**src/rtl/ni_local_tx_if.sv**
```systemverilog
// Flit handshake bundle between the leaf-router switch, the local-port
// transmitter and the PE network interface. The master modport is the
// transmitter itself; the slave modport is its environment.
`ifndef ROUTER_WIDTH
`define ROUTER_WIDTH 16
`endif

interface ni_local_tx_if;
  logic                     sw_valid;
  logic [`ROUTER_WIDTH-1:0] sw_data;
  logic                     sw_rdy;
  logic                     out_data_valid;
  logic [`ROUTER_WIDTH-1:0] out_data;
  logic                     downstream_credit;

  modport master (
    input  sw_valid,
    input  sw_data,
    input  downstream_credit,
    output sw_rdy,
    output out_data_valid,
    output out_data
  );

  modport slave (
    output sw_valid,
    output sw_data,
    output downstream_credit,
    input  sw_rdy,
    input  out_data_valid,
    input  out_data
  );
endinterface

```
**src/rtl/ni_local_tx.sv**
```systemverilog
// Local-port transmitter: circular flit buffer drained toward the NI under
// credit-based flow control. A flit leaves only when the buffer holds one and
// the NI has advertised a free slot; the output pair is registered.
`ifndef ROUTER_WIDTH
`define ROUTER_WIDTH 16
`endif

module ni_local_tx #(
  parameter int FIFO_DEPTH  = 4,
  parameter int CREDIT_INIT = 4
) (
  input  logic                          clk,
  input  logic                          rst,
  ni_local_tx_if.master                 bus,
  output logic [3:0]                    credit_cnt,
  output logic [$clog2(FIFO_DEPTH):0]   fifo_cnt,
  output logic                          credit_err
);

  localparam int PW = $clog2(FIFO_DEPTH);
  localparam int CW = PW + 1;
  localparam int DW = `ROUTER_WIDTH;
  localparam logic [CW-1:0] DEPTH_C = CW'(FIFO_DEPTH);
  localparam logic [3:0]    CINIT_C = 4'(CREDIT_INIT);

  logic [DW-1:0] mem_q [FIFO_DEPTH];
  logic [DW-1:0] mem_d [FIFO_DEPTH];
  logic [PW-1:0] wr_ptr_q, wr_ptr_d;
  logic [PW-1:0] rd_ptr_q, rd_ptr_d;
  logic [CW-1:0] fifo_cnt_q, fifo_cnt_d;
  logic [3:0]    credit_cnt_q, credit_cnt_d;
  logic          credit_err_q, credit_err_d;
  logic          out_valid_q, out_valid_d;
  logic [DW-1:0] out_data_q, out_data_d;

  logic          full_s;
  logic          push_s;
  logic          send_s;

  // Ready depends only on registered occupancy, so a send never opens a slot
  // for a push in the same cycle.
  always_comb begin
    full_s = (fifo_cnt_q == DEPTH_C);
    push_s = bus.sw_valid && !full_s;
    send_s = (fifo_cnt_q != {CW{1'b0}}) && (credit_cnt_q != 4'd0);
  end

  // Next-state computation for buffer, pointers, counters and output register.
  always_comb begin
    mem_d        = mem_q;
    wr_ptr_d     = wr_ptr_q;
    rd_ptr_d     = rd_ptr_q;
    fifo_cnt_d   = fifo_cnt_q;
    credit_cnt_d = credit_cnt_q;
    credit_err_d = credit_err_q;
    out_valid_d  = 1'b0;
    out_data_d   = out_data_q;

    if (push_s) begin
      mem_d[wr_ptr_q] = bus.sw_data;
      wr_ptr_d        = wr_ptr_q + PW'(1);
    end else begin
      wr_ptr_d = wr_ptr_q;
    end

    if (send_s) begin
      out_data_d  = mem_q[rd_ptr_q];
      out_valid_d = 1'b1;
      rd_ptr_d    = rd_ptr_q + PW'(1);
    end else begin
      out_valid_d = 1'b0;
    end

    case ({push_s, send_s})
      2'b10:   fifo_cnt_d = fifo_cnt_q + CW'(1);
      2'b01:   fifo_cnt_d = fifo_cnt_q - CW'(1);
      default: fifo_cnt_d = fifo_cnt_q;
    endcase

    // A returned credit with every NI slot already free is a protocol error:
    // saturate rather than wrap, and latch the error until reset.
    case ({send_s, bus.downstream_credit})
      2'b10:   credit_cnt_d = credit_cnt_q - 4'd1;
      2'b01: begin
        if (credit_cnt_q == CINIT_C) begin
          credit_cnt_d = credit_cnt_q;
          credit_err_d = 1'b1;
        end else begin
          credit_cnt_d = credit_cnt_q + 4'd1;
        end
      end
      default: credit_cnt_d = credit_cnt_q;
    endcase
  end

  // State registers; reset discards buffered flits and kills any flit in flight.
  always_ff @(posedge clk or posedge rst) begin
    if (rst) begin
      for (int i = 0; i < FIFO_DEPTH; i++) begin
        mem_q[i] <= {DW{1'b0}};
      end
      wr_ptr_q     <= {PW{1'b0}};
      rd_ptr_q     <= {PW{1'b0}};
      fifo_cnt_q   <= {CW{1'b0}};
      credit_cnt_q <= CINIT_C;
      credit_err_q <= 1'b0;
      out_valid_q  <= 1'b0;
      out_data_q   <= {DW{1'b0}};
    end else begin
      mem_q        <= mem_d;
      wr_ptr_q     <= wr_ptr_d;
      rd_ptr_q     <= rd_ptr_d;
      fifo_cnt_q   <= fifo_cnt_d;
      credit_cnt_q <= credit_cnt_d;
      credit_err_q <= credit_err_d;
      out_valid_q  <= out_valid_d;
      out_data_q   <= out_data_d;
    end
  end

  assign bus.sw_rdy         = !full_s;
  assign bus.out_data_valid = out_valid_q;
  assign bus.out_data       = out_data_q;
  assign credit_cnt         = credit_cnt_q;
  assign fifo_cnt           = fifo_cnt_q;
  assign credit_err         = credit_err_q;

endmodule

```
**src/flat_wrapper.sv**
```systemverilog
// flat-port wrapper written by rule: the top's interface ports become plain ports
module ni_local_tx_flat 
#(
  parameter int FIFO_DEPTH  = 4,
  parameter int CREDIT_INIT = 4
)
  (clk, rst, credit_cnt, fifo_cnt, credit_err, bus_sw_valid, bus_sw_data, bus_downstream_credit, bus_sw_rdy, bus_out_data_valid, bus_out_data);
  ni_local_tx_if bus_i ();
  input  logic clk;
  input  logic rst;
  output logic [3:0] credit_cnt;
  output logic [$clog2(FIFO_DEPTH):0] fifo_cnt;
  output logic credit_err;
  input wire logic [$bits(bus_i.sw_valid)-1:0] bus_sw_valid;
  input wire logic [$bits(bus_i.sw_data)-1:0] bus_sw_data;
  input wire logic [$bits(bus_i.downstream_credit)-1:0] bus_downstream_credit;
  output wire logic [$bits(bus_i.sw_rdy)-1:0] bus_sw_rdy;
  output wire logic [$bits(bus_i.out_data_valid)-1:0] bus_out_data_valid;
  output wire logic [$bits(bus_i.out_data)-1:0] bus_out_data;
  assign bus_i.sw_valid = bus_sw_valid;
  assign bus_i.sw_data = bus_sw_data;
  assign bus_i.downstream_credit = bus_downstream_credit;
  assign bus_sw_rdy = bus_i.sw_rdy;
  assign bus_out_data_valid = bus_i.out_data_valid;
  assign bus_out_data = bus_i.out_data;
  ni_local_tx #(.FIFO_DEPTH(FIFO_DEPTH), .CREDIT_INIT(CREDIT_INIT)) u_core (.clk(clk), .rst(rst), .bus(bus_i), .credit_cnt(credit_cnt), .fifo_cnt(fifo_cnt), .credit_err(credit_err));
endmodule
```
**config.mk**
```make
export PLATFORM = sky130hd
export DESIGN_NAME = ni_local_tx_flat
export DESIGN_NICKNAME = d
export VERILOG_FILES = /design/src/rtl/ni_local_tx_if.sv /design/src/rtl/ni_local_tx.sv /design/src/flat_wrapper.sv
export SDC_FILE = /design/constraint.sdc
export NUM_CORES = 1
export LEC_CHECK = 0
export CAP_MARGIN = 20
export CORE_MARGIN = 3
export CORE_UTILIZATION = 55
export DETAILED_ROUTE_END_ITERATION = 8
export PLACE_DENSITY = 0.78
export SLEW_MARGIN = 20
export SYNTH_ARGS = -nofsm -noshare
export SYNTH_HDL_FRONTEND = slang
export SYNTH_SLANG_ARGS = --single-unit
```
**constraint.sdc**
```tcl
create_clock -name clk -period 3.6 [get_ports clk]
set_clock_uncertainty 0.15 [all_clocks]
set_input_delay 0.36 -clock clk [delete_from_list [all_inputs] [get_ports clk]]
set_output_delay 0.36 -clock clk [all_outputs]
set_load 0.03 [all_outputs]
```
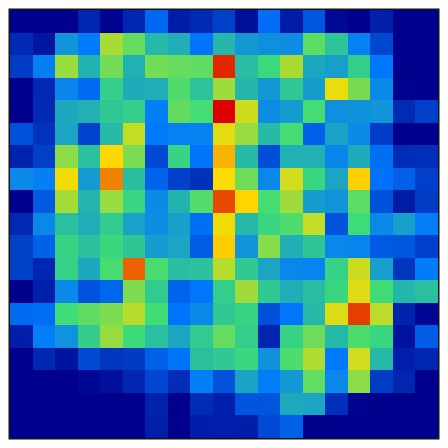
(run_1/wire_density.png)
19 x 19 tiles, from dark blue (low) to red (high), scaled to the fullest tile. Values are wire area over tile area, all layers added.
nearly empty tiles = 14%
tiles over half the peak = 20%
mean over tiles = 0.13
drt wl/cell: 18.08 um
Post-Route WL: 7577 um
vias post-DR: 2,323
gr usage total: 18.09%

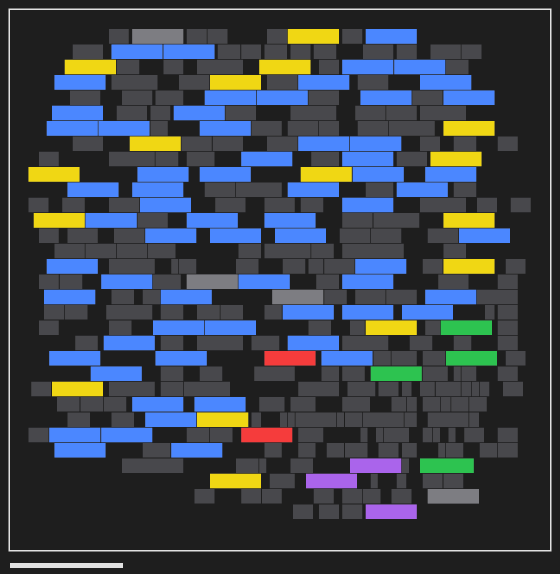
(run_1/registers.png)
Scale bar: 20 um. Other sequential cells in the stronger gray, the rest of the logic in the fainter gray.
red -> u_core.wr_ptr_q  # placed flops 2
blue -> u_core.mem_q  # placed flops 64
green -> u_core.credit_cnt  # placed flops 4
yellow -> u_core.bus.out_data  # placed flops 16, where spread over the die
purple -> u_core.fifo_cnt  # placed flops 3
not colored = 4
Sequential cell area: 2328 um2
seq pwr: 1.99 mW
Seq/total area: 45.39%
utilization after layout: 66.04%

==> impl_metrics.tcl, run 1 <==
# metrics dict for downstream scripts
set metrics [dict create \
    outcome "complete, no violations" \
    worstPathBufferInverterCount 0 \
    ys_sh_mux_pct 32.75 \
    ys_chip_area_um2 4436 \
    comb_power_mw 2.57 \
    final_cells 419 \
    place_congestion 0.7104 \
    layout_top_cell "dfrtp_1" \
    use_met2_pct 28.66 \
    final-comb-area_um2 1929 \
    yosysUniqueCellTypes 35 \
    drtIter0Drc 122 \
    ys_ff 93 \
    clk_pin_slew_ns 0.08 \
    chip_area_um2 9178 \
    hpwl_um 4805 \
    crit_arrival_ns 2.80 \
    antenna_left 0 \
    ys_cells 266 \
    fa_ha_area_share_pct 2.877 \
    p_switching_mw 1.810 \
    grt_overflow 0 \
    pwr-share-seq_pct 37.4 \
    top_usage_layer "met2" \
    simple_gate_share_pct 3.667 \
    core_area_um2 7767 \
    m1WireLength_um 3482 \
    power.internal_mw 3.528 \
    drc_errors 0 \
    cts_max_path_buffers 2 \
    fin_setup_tns_ns 0 \
    met3_length_um 265 \
    clock_cell_area_share_pct 4.512 \
    syn_nets 295 \
    tightest_slew_ns 0.8125 \
    synthTopCellsByArea "dfrtp_1 (52%), mux2_4 (14%), mux2_2 (10%)" \
    nets 341 \
    ios 46 \
    rsz0062_at_grt "no" \
    n_all_inverters 7 \
    hp-class "in -> async" \
    n_clock_buffer 10 \
    yosys_warnings 0 \
    clock_latency_ns 0.36 \
    crit_fanout 6 \
    fin_crit_sh_pct 75.40 \
    grt_util_met1_pct 24.61 \
    cts-buffers-inserted 9 \
    crit_required_ns 3.69 \
    synthAoiAreaFrac_pct 2.031 \
    chipWidth_um 95.80 \
    power_top_consumer "combinational cells" \
    die_h_um 95.80 \
    yosys.stat.seqShare_pct 52.50 \
    cts_tree "built" \
    fp_util_pct 57.10 \
    vias_per_cell 5.544 \
    comb_cells 153 \
    avgSynthCellArea_um2 16.67 \
    finalCriticalPeriod_ns 2.715 \
    yosys_most_used_dff "dfrtp_1" \
    postSynthCellCount 266 \
    xor_share_pct 2.172 \
    largest_area_cell "dfrtp_1" \
    lay_top_cells "dfrtp_1 (92), clkdlybuf4s50_1 (45), mux2_2 (41), mux2_4 (40), mux4_2 (16)" \
    fillers 565 \
    top_layer "met4" \
    critPathLaunchType "flop" \
    max_cap_violations 0 \
    clkPwrFrac_pct 14.5 \
    synthesis.area_um2 4436 \
    endpoint "u_core.credit_cnt[1]" \
    non_clock_buffer_area_share_pct 9.463 \
    met3_usage_pct 3.049 \
    critPathMaxStageDelay_ns 0.57 \
    worst-setup-path-type "reg -> reg" \
    rr_endpoint "u_core.credit_cnt[1]" \
    synth_top_cell_by_count "dfrtp_1" \
    grt_start_max_net_pins 60 \
    worstSetupStartpoint "u_core.fifo_cnt[0]" \
    path_depth 6 \
    largest_reg_flops 64 \
    ctsResizeCount 0 \
    grt_pass1_vias 2437 \
    swShare_pct 33.91 \
    cp-end-kind "flop" \
    pg_clk_mw 0.775 \
    p_comb_share_pct 48.1 \
    cpLargestDelayFamily "simple AND/OR/NAND/NOR gates" \
    fmax_mhz 368.4 \
    setup-violations-final 0 \
    peakVddDrop_uv 500.3 \
    post-place-cells 403 \
    total_power_mw 5.338 \
    numPortBuffers 45 \
    slowest_stage "nor3_1" \
    drive_gt1_share_pct 40.06 \
    warning_count 29 \
    relSlewSlack_pct 45.83 \
    antenna_cells 0 \
    powerDensity_nw_per_um2 1041 \
    r2r_slack_ns 0.89 \
    common_cells "dfrtp_1 (92), mux2_2 (41), mux2_4 (40)" \
    top_cell_area_share_pct 51.90 \
    route.met2.wl_um 3705 \
    hold_slack_ns 0.2412 \
]
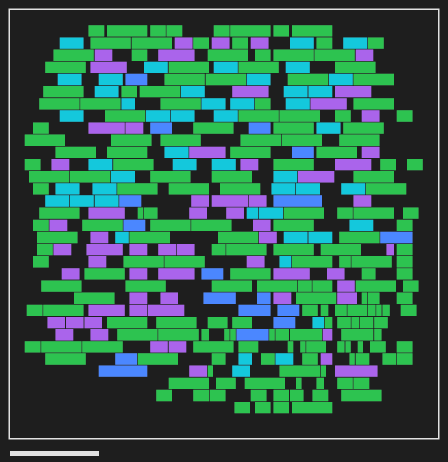
(run_1/drive_strength.png)
Scale bar: 20 um.
blue -> drive 6 and up  # cells 17, share 5.4%
purple -> drive 2  # cells 62, share 20%
green -> drive 1 or less  # cells 190, share 60%
cyan -> drive 3 to 4  # cells 48, share 15%
post-route cell area: 5130 um2
final worst setup slack: 0.8855 ns
Non-CTS buffers: 48
Layout area overhead: 15.66%

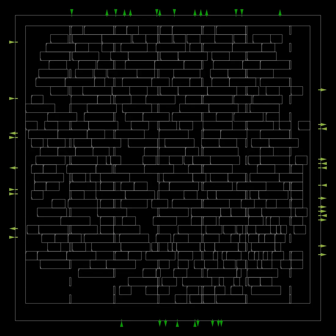
(run_1/final_placement.png)
registers: 93
FP Rows: 32

==> run_1/clock_map.png <==
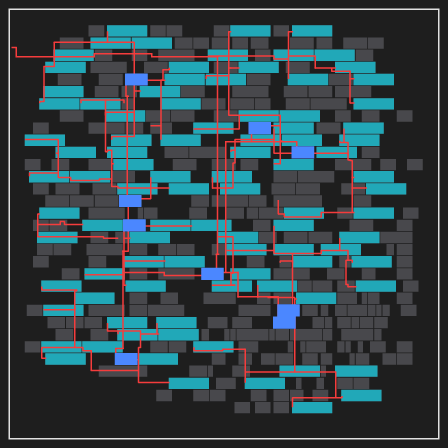

==> run 2, diff against run 1 <==
--- a/config.mk
+++ b/config.mk
@@ -7,9 +7,9 @@
 export LEC_CHECK = 0
 export CAP_MARGIN = 20
 export CORE_MARGIN = 3
-export CORE_UTILIZATION = 55
+export CORE_UTILIZATION = 51
 export DETAILED_ROUTE_END_ITERATION = 8
-export PLACE_DENSITY = 0.78
+export PLACE_DENSITY = 0.76
 export SLEW_MARGIN = 20
 export SYNTH_ARGS = -nofsm -noshare
 export SYNTH_HDL_FRONTEND = slang
==> constraint.sdc (replaced) <==
create_clock -name clk -period 2.32 [get_ports clk]
set_clock_uncertainty 0.15 [all_clocks]
set_input_delay 0.232 -clock clk [delete_from_list [all_inputs] [get_ports clk]]
set_output_delay 0.232 -clock clk [all_outputs]
set_load 0.03 [all_outputs]
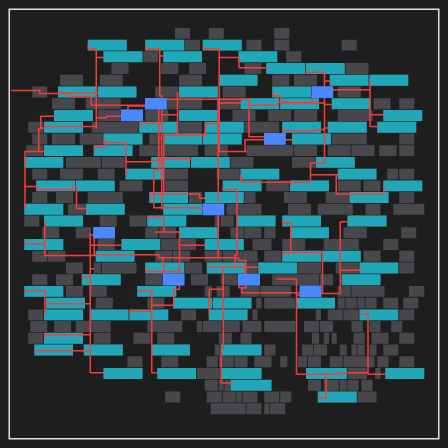
(run_2/clock_map.png)
cyan -> flip-flops  # count 93
red -> clock wires  # length 1,110 um
blue -> cells driving clock nets  # count 9
routed clock nets = 10
Latency at later pin: 0.36 ns
Clk network pwr share: 15.4%
clock network power: 1.31 mW

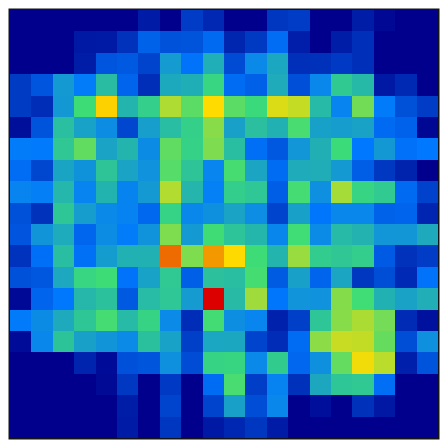
(run_2/wire_density.png)
20 x 20 tiles, from dark blue (low) to red (high), scaled to the fullest tile. Values are wire area over tile area, all layers added.
mean over tiles = 0.12
fullest tile = 0.46
densest ninth of the die = center
emptiest ninth of the die = south-west
nearly empty tiles = 17%
tiles over half the peak = 12%

==> run 2 against run 1 <==
Against the previous run: sequential share of layout area shrank 0.97 points; via count grew 1.5%; global-route usage shrank 1.1 points; count of clock-buffer cells in the layout shrank 1; register-to-register slack lost 0.79 ns; routed wire length grew 2.7%; critical endpoint is now u_core.fifo_cnt[2]; total power grew 60%; clock power grew 69%; cell count grew 3.3%; synthesized cell count is the same; highest routed layer unchanged; flip-flop count is the same.
==> impl_metrics.tcl, run 2 <==
# metrics dict for downstream scripts
set metrics [dict create \
    final_util_pct 62.95 \
    synthesis.area_um2 4436 \
    fmax_mhz 450.0 \
    synth_top_cell_by_count "dfrtp_1" \
    crit_arrival_ns 2.35 \
    ys_cells 266 \
    ys_chip_area_um2 4436 \
    avgSynthCellArea_um2 16.67 \
    drive_gt1_share_pct 43.90 \
    core_area_um2 8341 \
    fp-row-count 33 \
    relSlewSlack_pct 65.50 \
    top_cell_area_share_pct 51.90 \
    p_switching_mw 2.871 \
    fin_setup_tns_ns 0 \
    synthTopCellsByArea "dfrtp_1 (52%), mux2_4 (14%), mux2_2 (10%)" \
    use_met2_pct 26.19 \
    comb_power_mw 4.24 \
    layout_top_cell "dfrtp_1" \
    cpLargestDelayFamily "simple AND/OR/NAND/NOR gates" \
    peakVddDrop_uv 744.5 \
    comb_cells 153 \
    place_congestion 0.7722 \
    ctsResizeCount 0 \
    grt_pass1_vias 2496 \
    grt_start_max_net_pins 94 \
    n_all_inverters 7 \
    crit_fanout 4 \
    r2r_slack_ns 0.1 \
    met3_usage_pct 5.119 \
    worstPathBufferInverterCount 2 \
    total_power_mw 8.537 \
    fp_util_pct 53.18 \
    numPortBuffers 45 \
    drc_errors 0 \
    drtIter0Drc 124 \
    grt.total_usage_pct 17.02 \
    crit_required_ns 2.45 \
    xor_share_pct 2.172 \
    nets 352 \
    fillers 621 \
    max_cap_violations 0 \
    outcome "complete, no violations" \
    hp-class "in -> async" \
    rr_endpoint "u_core.fifo_cnt[2]" \
    cp-end-kind "flop" \
    non_clock_buffer_area_share_pct 10.82 \
    endpoint "u_core.fifo_cnt[2]" \
    pg_seq_mw 2.98 \
    p_comb_share_pct 49.7 \
    syn_nets 295 \
    swShare_pct 33.63 \
    cts_max_path_buffers 2 \
    hold_slack_ns 0.1829 \
    routedWlPerCell_um 17.97 \
    path_depth 9 \
    grt_overflow 0 \
    syn_to_final_growth_pct 18.36 \
    post-place-cells 416 \
    synthAoiAreaFrac_pct 2.031 \
    clock_cell_area_share_pct 4.671 \
    grt_util_met1_pct 24.15 \
    critPathMaxStageDelay_ns 0.43 \
    postSynthCellCount 266 \
    tightest_slew_ns 0.5131 \
    power_top_consumer "combinational cells" \
    ios 46 \
    clk_pin_slew_ns 0.10 \
    slowest_stage "dfrtp_2" \
    seq_share_pct 44.42 \
    drt-total-wl_um 7781 \
    route.met2.wl_um 3774 \
    yosys_warnings 0 \
    chip_area_um2 9853 \
    worstSetupStartpoint "u_core.fifo_cnt[0]" \
    vias_per_cell 5.448 \
    final-comb-area_um2 1943 \
    n_clock_buffer 9 \
    final_cells 433 \
    flop_area_um2 2332 \
    flops 93 \
    top_usage_layer "met2" \
    pwr-share-seq_pct 34.9 \
    final_cell_area_um2 5250 \
    hpwl_um 4895 \
    antenna_left 0 \
    ys_ff 93 \
    lay_top_cells "dfrtp_1 (89), clkdlybuf4s50_1 (45), mux2_2 (41), mux2_4 (40), mux4_2 (16)" \
    top_layer "met4" \
    fin_crit_sh_pct 95.79 \
    setup-violations-final 0 \
]
==> run_2/final_placement.png <==
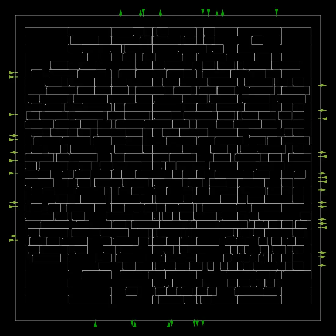

==> run 3, diff against run 2 <==
--- a/config.mk
+++ b/config.mk
@@ -7,9 +7,9 @@
 export LEC_CHECK = 0
 export CAP_MARGIN = 20
 export CORE_MARGIN = 3
-export CORE_UTILIZATION = 51
+export CORE_UTILIZATION = 55
 export DETAILED_ROUTE_END_ITERATION = 8
-export PLACE_DENSITY = 0.76
+export PLACE_DENSITY = 0.78
 export SLEW_MARGIN = 20
 export SYNTH_ARGS = -nofsm -noshare
 export SYNTH_HDL_FRONTEND = slang
==> constraint.sdc (replaced) <==
create_clock -name clk -period 2.3 [get_ports clk]
set_clock_uncertainty 0.15 [all_clocks]
set_input_delay 0.23 -clock clk [delete_from_list [all_inputs] [get_ports clk]]
set_output_delay 0.23 -clock clk [all_outputs]
set_load 0.03 [all_outputs]
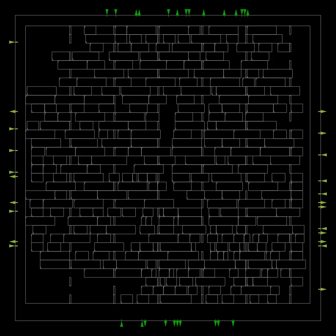
(run_3/final_placement.png)
Post-Layout Cell Count: 430
n_taps: 102

==> run 3 against run 2 <==
Against the previous run: sequential share of layout area grew 0.31 points; count of clock-buffer cells in the layout grew 1; combinational power grew 2%; synthesized cell count is the same; sequential power is essentially flat; critical endpoint unchanged; die area shrank 6.9%; largest power group unchanged; critical path type unchanged; total power shrank 1.2%; highest routed layer unchanged; clock power shrank 16%.
==> impl_metrics.tcl, run 3 <==
# metrics dict for downstream scripts
set metrics [dict create \
    outcome "complete, no violations" \
    logic_family "multiplexers" \
    routedWlPerCell_um 18.01 \
    clock_latency_ns 0.35 \
    n_all_inverters 7 \
    numPortBuffers 45 \
    cpLargestDelayFamily "simple AND/OR/NAND/NOR gates" \
    postSynthCellCount 266 \
    fmax_mhz 452.4 \
    use_met2_pct 28.55 \
    chipWidth_um 95.80 \
    met3_length_um 259 \
    drive_gt1_share_pct 44.21 \
    final_max_slew_viol_count 0 \
    peakVddDrop_uv 697.0 \
    ios 46 \
    cts_max_path_buffers 2 \
    critPathLaunchType "flop" \
    async_reset_ff_share_pct 100.0 \
    comb_cells 153 \
    top_usage_layer "met2" \
    top_cell_area_share_pct 51.90 \
    relSlewSlack_pct 67.82 \
    yosysUniqueCellTypes 35 \
    tightest_slew_ns 0.4787 \
    critPathMaxStageDelay_ns 0.45 \
    hold_slack_ns 0.01444 \
    grt_overflow 0 \
    setup-violations-final 0 \
    fin_setup_tns_ns 0 \
    drtIter0Drc 54 \
    p_switching_mw 2.913 \
    swShare_pct 34.52 \
    grt.total_usage_pct 18.22 \
    yosys_most_used_dff "dfrtp_1" \
    hp-class "in -> async" \
    crit_arrival_ns 2.34 \
    power_top_consumer "combinational cells" \
    synthAoiAreaFrac_pct 2.031 \
    syn_nets 295 \
    power.internal_mw 5.525 \
    grt_pass1_vias 2472 \
    antenna_found_initial 0 \
    seq_share_pct 44.73 \
    clkPwrFrac_pct 13.0 \
    worst-setup-path-type "reg -> reg" \
    p_comb_share_pct 51.4 \
    comb_area_share_pct 37.56 \
    synthesis.area_um2 4436 \
    ctsResizeCount 0 \
    drc_errors 0 \
    total_power_mw 8.438 \
    simple_gate_share_pct 3.667 \
    antenna_cells 0 \
    ys_ff 93 \
    clock_cell_area_share_pct 3.792 \
    fp-row-count 32 \
    vias 2310 \
    fa_ha_area_share_pct 2.877 \
    warning_count 31 \
    endpoint "u_core.fifo_cnt[2]" \
    yosys_warnings 0 \
    hold_violations 0 \
    pg_clk_mw 1.10 \
    pwr-share-seq_pct 35.6 \
    max_cap_violations 0 \
    largest_area_cell "dfrtp_1" \
    route.met2.wl_um 3702 \
    worstPathBufferInverterCount 2 \
    lay_top_cells "dfrtp_1 (89), clkdlybuf4s50_1 (45), mux2_2 (41), mux2_4 (40), mux4_2 (16)" \
    grt_start_max_net_pins 85 \
    layout_top_cell "dfrtp_1" \
    final_util_pct 67.12 \
    fp_util_pct 57.10 \
    synth_top_cell_by_count "dfrtp_1" \
    clk_pin_slew_ns 0.09 \
    pre_cts_slack_ns 0.04441 \
    post-place-cells 414 \
    ctsHoldBuffers 0 \
    cts_tree "built" \
    final-comb-area_um2 1958 \
    grt_util_met1_pct 25.13 \
    rr_endpoint "u_core.fifo_cnt[2]" \
    cts_setup_buffers 0 \
    xor_share_pct 2.172 \
    ys_chip_area_um2 4436 \
    met3_usage_pct 4.535 \
    place_congestion 0.8472 \
    cp-end-kind "flop" \
    n_clock_buffer 10 \
    die_h_um 95.80 \
    top_layer "met4" \
    edf_count 0 \
    place_area_um2 5001 \
    ys_cells 266 \
    finalCriticalPeriod_ns 2.210 \
    largest_register "u_core.mem_q" \
    cts-root-buf "clkbuf_8" \
    worstSetupStartpoint "u_core.fifo_cnt[0]" \
    synthTopCellsByArea "dfrtp_1 (52%), mux2_4 (14%), mux2_2 (10%)" \
    cts-buffers-inserted 9 \
    avgSynthCellArea_um2 16.67 \
    flops 93 \
    largest_class "flip-flops and latches" \
    nets 352 \
    hpwl_um 5038 \
    crit_required_ns 2.43 \
    chip_area_um2 9178 \
    timing.critical_path.cells "or3b_4, and2_4, inv_2, ha_4, inv_2, fa_2, xor2_1, nor2_1, xor2_1" \
    rsz0062_at_grt "yes" \
    yosys.stat.seqShare_pct 52.50 \
    fin_crit_sh_pct 96.11 \
    powerDensity_nw_per_um2 1618 \
    drt-total-wl_um 7746 \
    antenna_left 0 \
    pg_seq_mw 3.00 \
    crit-reg2reg-launch "u_core.fifo_cnt[0]" \
    common_cells "dfrtp_1 (92), mux2_2 (41), mux2_4 (40)" \
    fillers 586 \
    ys_sh_mux_pct 32.75 \
    htreeDepth 3 \
    nNonClkBuffers 59 \
    flop_area_um2 2332 \
    syn_to_final_growth_pct 17.55 \
    worst_slack_ns 0.08957 \
    r2r_slack_ns 0.09 \
    slowest_stage "dfrtp_2" \
    largest_reg_flops 64 \
    r2r_cells 9 \
    non_clock_buffer_area_share_pct 10.90 \
    vias_per_cell 5.372 \
    path_depth 9 \
    final_cell_area_um2 5214 \
    crit_fanout 6 \
    m1WireLength_um 3698 \
    comb_power_mw 4.34 \
    core_area_um2 7767 \
]
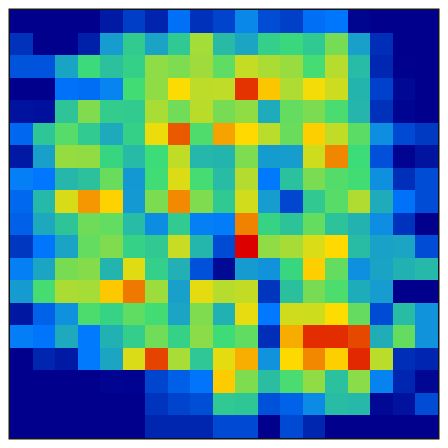
(run_3/wire_density.png)
19 x 19 tiles, from dark blue (low) to red (high), scaled to the fullest tile. Values are wire area over tile area, all layers added.
nearly empty tiles = 14%
fullest tile = 0.34
emptiest ninth of the die = south-west
tiles over half the peak = 35%

Power and IR drop assume default switching activity.
